==> config.mk <==
export PLATFORM = sky130hd
export DESIGN_NAME = regfile_ctx_seq
export DESIGN_NICKNAME = d
export VERILOG_FILES = /design/src/rtl/regfile_ctx_seq.sv
export SDC_FILE = /design/constraint.sdc
export NUM_CORES = 1
export LEC_CHECK = 0
export CORE_MARGIN = 2
export CORE_UTILIZATION = 44
export CTS_CLUSTER_DIAMETER = 150
export CTS_CLUSTER_SIZE = 28
export DETAILED_ROUTE_END_ITERATION = 8
export PLACE_DENSITY_LB_ADDON = 0.25
export SYNTH_ARGS = -nofsm -noshare
export SYNTH_HDL_FRONTEND = slang
export SYNTH_SLANG_ARGS = --single-unit
==> constraint.sdc <==
create_clock -name i_clk -period 2.75 [get_ports i_clk]
set_input_delay 0.825 -clock i_clk [delete_from_list [all_inputs] [get_ports i_clk]]
set_output_delay 0.825 -clock i_clk [all_outputs]
set_load 0.02 [all_outputs]
Fig. 1: routed metal per tile
Bar = 20 µm. 19 x 19 tiles, from black (low) to pale yellow (high), scaled to the fullest tile. Values are wire area over tile area, all layers added.
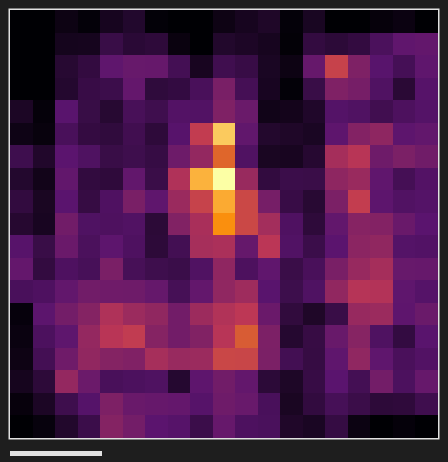
fullest tile	0.86
densest ninth of the die	middle
nearly empty tiles	7.5%
tiles over half the peak	4.4%
Avg WL per Cell: 15.2 µm
final wirelength: 10.4 mm
gr usage total: 23.0%
routed vias: 3743

Fig. 2: signal wires on met2
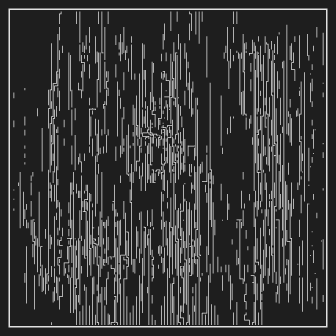
main direction	vertical
nets with wire on the layer	532
wire length on this layer	5000 µm
GR Util met2: 40.3%

Fig. 3: cell density map
Bar = 20 µm. 9 x 9 tiles, from black (low) to pale yellow (high), 0 to 100% covered.
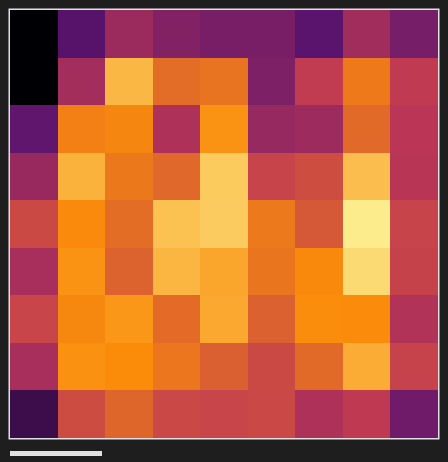
mean over tiles	58%
emptiest ninth of the die	top left
tiles over 75% full	22%
densest ninth of the die	middle
fullest tile	96%
nearly empty tiles	2.5%
Final Util: 66.7%
FP Util: 45.0%
Core ar.: 0.00769 mm²

Fig. 4: routing congestion map
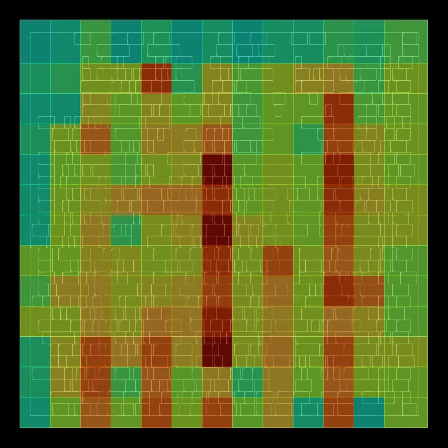
met1 Usage GRT: 29.5%
met3 global-route usage: 3.34%
GRT Max-Usage Layer: met2

Fig. 5: metal 1
Bar = 20 µm.
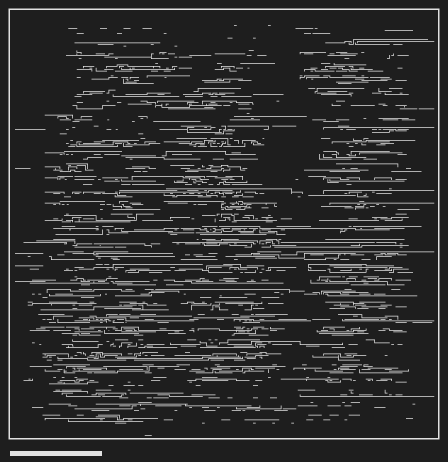
share of all routed wire	43%
wire length on this layer	4450 µm
nets with wire on the layer	561

==> results.json <==
{
  "outcome": "finished clean",
  "area_growth_pct": 48.3,
  "yosysWarnings": 0,
  "numSynthFlops": 56,
  "final_area_mm2": 0.00512,
  "synthesis.nets": 516,
  "wl_met3_um": 831,
  "xor_share_pct": 1.01,
  "die_area_mm2": 0.00858,
  "cts_inserted_buffers": 5,
  "clockBufferDepth": 2,
  "final_layout_size_suffix_gt1_share_pct": 10.6,
  "finalCritPeriodShare_pct": 96.8,
  "dr.pass1.iters": 7,
  "wl_met1_mm": 4.45,
  "ys_cells": 445,
  "cts-htree-levels": 2,
  "power_density_mw_per_mm2": 654,
  "hold_class": "flop to flop",
  "syn_inst": 445,
  "drtIter0Drc": 268,
  "setup_ws_ns": 0.0871,
  "setup_violations": 0,
  "path_max_fanout": 9,
  "finClkSkew_ns": 0.00708,
  "flop_cell": "dfxtp_1",
  "crit_path_end_kind": "primary output",
  "ios": 142,
  "hold_depth": 2,
  "path_class": "flop to primary output",
  "slowest_delay_ns": 0.49,
  "grt_pass1_vias": 3343,
  "top_layer": "met4",
  "cts_sinks": 56,
  "grt_overflow_total": 0,
  "muxShareOfSynthArea_pct": 3.66,
  "yosys_area_mm2": 0.00346,
  "hold_viol": 0,
  "cts_hold_buffers": 0,
  "rrSetupSlack_ns": 0.51,
  "route.detailed.drc": 0,
  "drtAntennaViolNets": 0,
  "viasPerCell": 5.46,
  "layout.nets": 653,
  "wl_met2_mm": 5.00,
  "port-buffer-count": 141,
  "leakage_nw": 2.17,
  "tightestPinTransition_ns": 0.530,
  "yosys.area.top_type": "dfxtp_1",
  "n_fill_cell": 674,
  "synth_area_mm2": 0.00346,
  "std_cell_rows": 32,
  "dpl_cell_area_mm2": 0.00500,
  "yosys.area_share.simple_pct": 34.3,
  "maxCapViolCount": 0,
  "max_freq_mhz": 376,
  "synthArstFlopShare_pct": 0,
  "yosysUniqueCellTypes": 60,
  "top_cells_by_area": "dfxtp_1 32%, and2_1 9.6%, nand2_1 9.3%, a21oi_1 5.1%, nor3_1 3.9%",
  "crit_required_ns": 1.93,
  "critical_path_arrival_ns": 1.84,
  "combGateArea_mm2": 0.00217,
  "path_clk_slew_ns": 0.10,
  "cts-root-buf": "clkbuf_8",
  "cts_tree": "yes",
  "maxSlewHeadroom_pct": 64.6,
  "slew_violations": 0,
  "die_x_um": 92.6,
  "antenna_found_initial": 0,
  "start_kind": "flop",
  "vdd_drop_max_mv": 0.301,
  "logic_family": "simple AND/OR/NAND/NOR gates",
  "slowest_stage": "dfxtp_1",
  "grt_first_pass_wirelength_mm": 16.0,
  "tns_ns": 0,
  "warning_count": 26,
  "clkLatencyLatePin_ns": 0.32,
  "synth-edff-count": 0,
  "ys_seq_share_pct": 32.4,
  "top_cell_area_share_pct": 32.4,
  "synth_adder_area_share_pct": 0.724,
  "seq_area_mm2": 0.00112,
  "reg2reg_depth": 6,
  "grt_max_degree": 30,
  "final.min_clock_period_ns": 2.66,
  "antennaDiodeCount": 0,
  "synth.avg_cell_area_um2": 7.77
}
-- through the flow --
step | power, mW | instances | utilization (%) | hold slack (ns)
2_1_floorplan | 2.16 | 445 | - | 0.436
3_3_place_gp | 2.71 | 674 | 65.1 | 0.443
3_5_place_dp | 2.74 | 674 | 65.1 | 0.446
4_1_cts | 3.34 | 684 | 66.3 | 0.461
5_1_grt | 3.54 | 685 | 66.7 | 0.481
6_report | 3.35 | 685 | 66.7 | 0.457
-- Yosys cell counts (2+ instances only) --
cell type and number:
a21oi_1 35, a221oi_1 4, a22o_1 2, a22oi_1 3, a311oi_1 10, a311oi_2 8
a311oi_4 2, and2_1 53, and3_1 8, buf_2 6, buf_4 4, buf_6 2
clkbuf_1 20, clkinv_1 2, dfxtp_1 56, ha_1 2, inv_1 4, mux2i_1 10
nand2_1 86, nand2b_1 2, nand3_1 13, nand4_1 6, nor2_1 15, nor2b_1 4
nor3_1 27, nor3b_1 2, o21a_1 5, o21ai_0 15, o21ai_1 2, or2_2 2
or3_1 4, xnor2_1 2, xor2_1 2
-- critical path: cells and delay by family, from the launching register on --
family / cells / cell delay [ns]
DFF: 1 / 0.49
and+or+nand+nor: 3 / 0.48
buffers and inverters: 2 / 0.54
-- cells in the final DEF, fill, tap and decap left out, types with 15 or more instances in the layout --
cell | netlist | routed
dlygate4sd2_1 | 0 | 35
nand2_1 | 86 | 86
nor3_1 | 27 | 26
and2_1 | 53 | 53
dfxtp_1 | 56 | 56
o21ai_0 | 15 | 15
clkdlybuf4s50_1 | 0 | 88
buf_4 | 4 | 21
a21oi_1 | 35 | 35
-- power breakdown --
part | switching, mW | leakage (nW) | internal (mW)
combinational | 0.849 | 1.65 | 0.729
sequential | 0.201 | 0.459 | 0.976
clock | 0.275 | 0.0645 | 0.322
total | 1.33 | 2.17 | 2.03
-- routing by layer --
metal | GRT usage, % | vias up
met5 | 0 | -
met4 | 6.13 | 0
met3 | 3.34 | 17
met2 | 40.3 | 180
met1 | 29.5 | 1703
li1 | - | 1843
-- kinds of logic after synthesis --
logic type | after synthesis
buffers and inverters | 40
adder cells (fa/ha/maj) | 2
XOR/XNOR | 4
AND-OR/OR-AND | 99
flip-flops | 56
AND/OR/NAND/NOR | 232
multiplexers | 12
-- timing repair --
item                                    4_1_cts  5_1_grt
endpoints found under the setup margin       53       35
gates resized                                57       31
gates cloned                                  1        1
setup buffers                                 1        0
hold endpoints to repair                      0        0
-- area by class of cell --
cell class / instances / share of cell area [%]
Timing Repair Buffer: 164 / 30.2
Multi-Input combinational cell: 349 / 42.4
Tap cell: 102 / 2.49
Clock buffer: 7 / 1.88
Inverter: 6 / 0.537
Sequential cell: 56 / 21.9
Clock inverter: 1 / 0.586
Power is estimated from default activity; no workload was simulated.
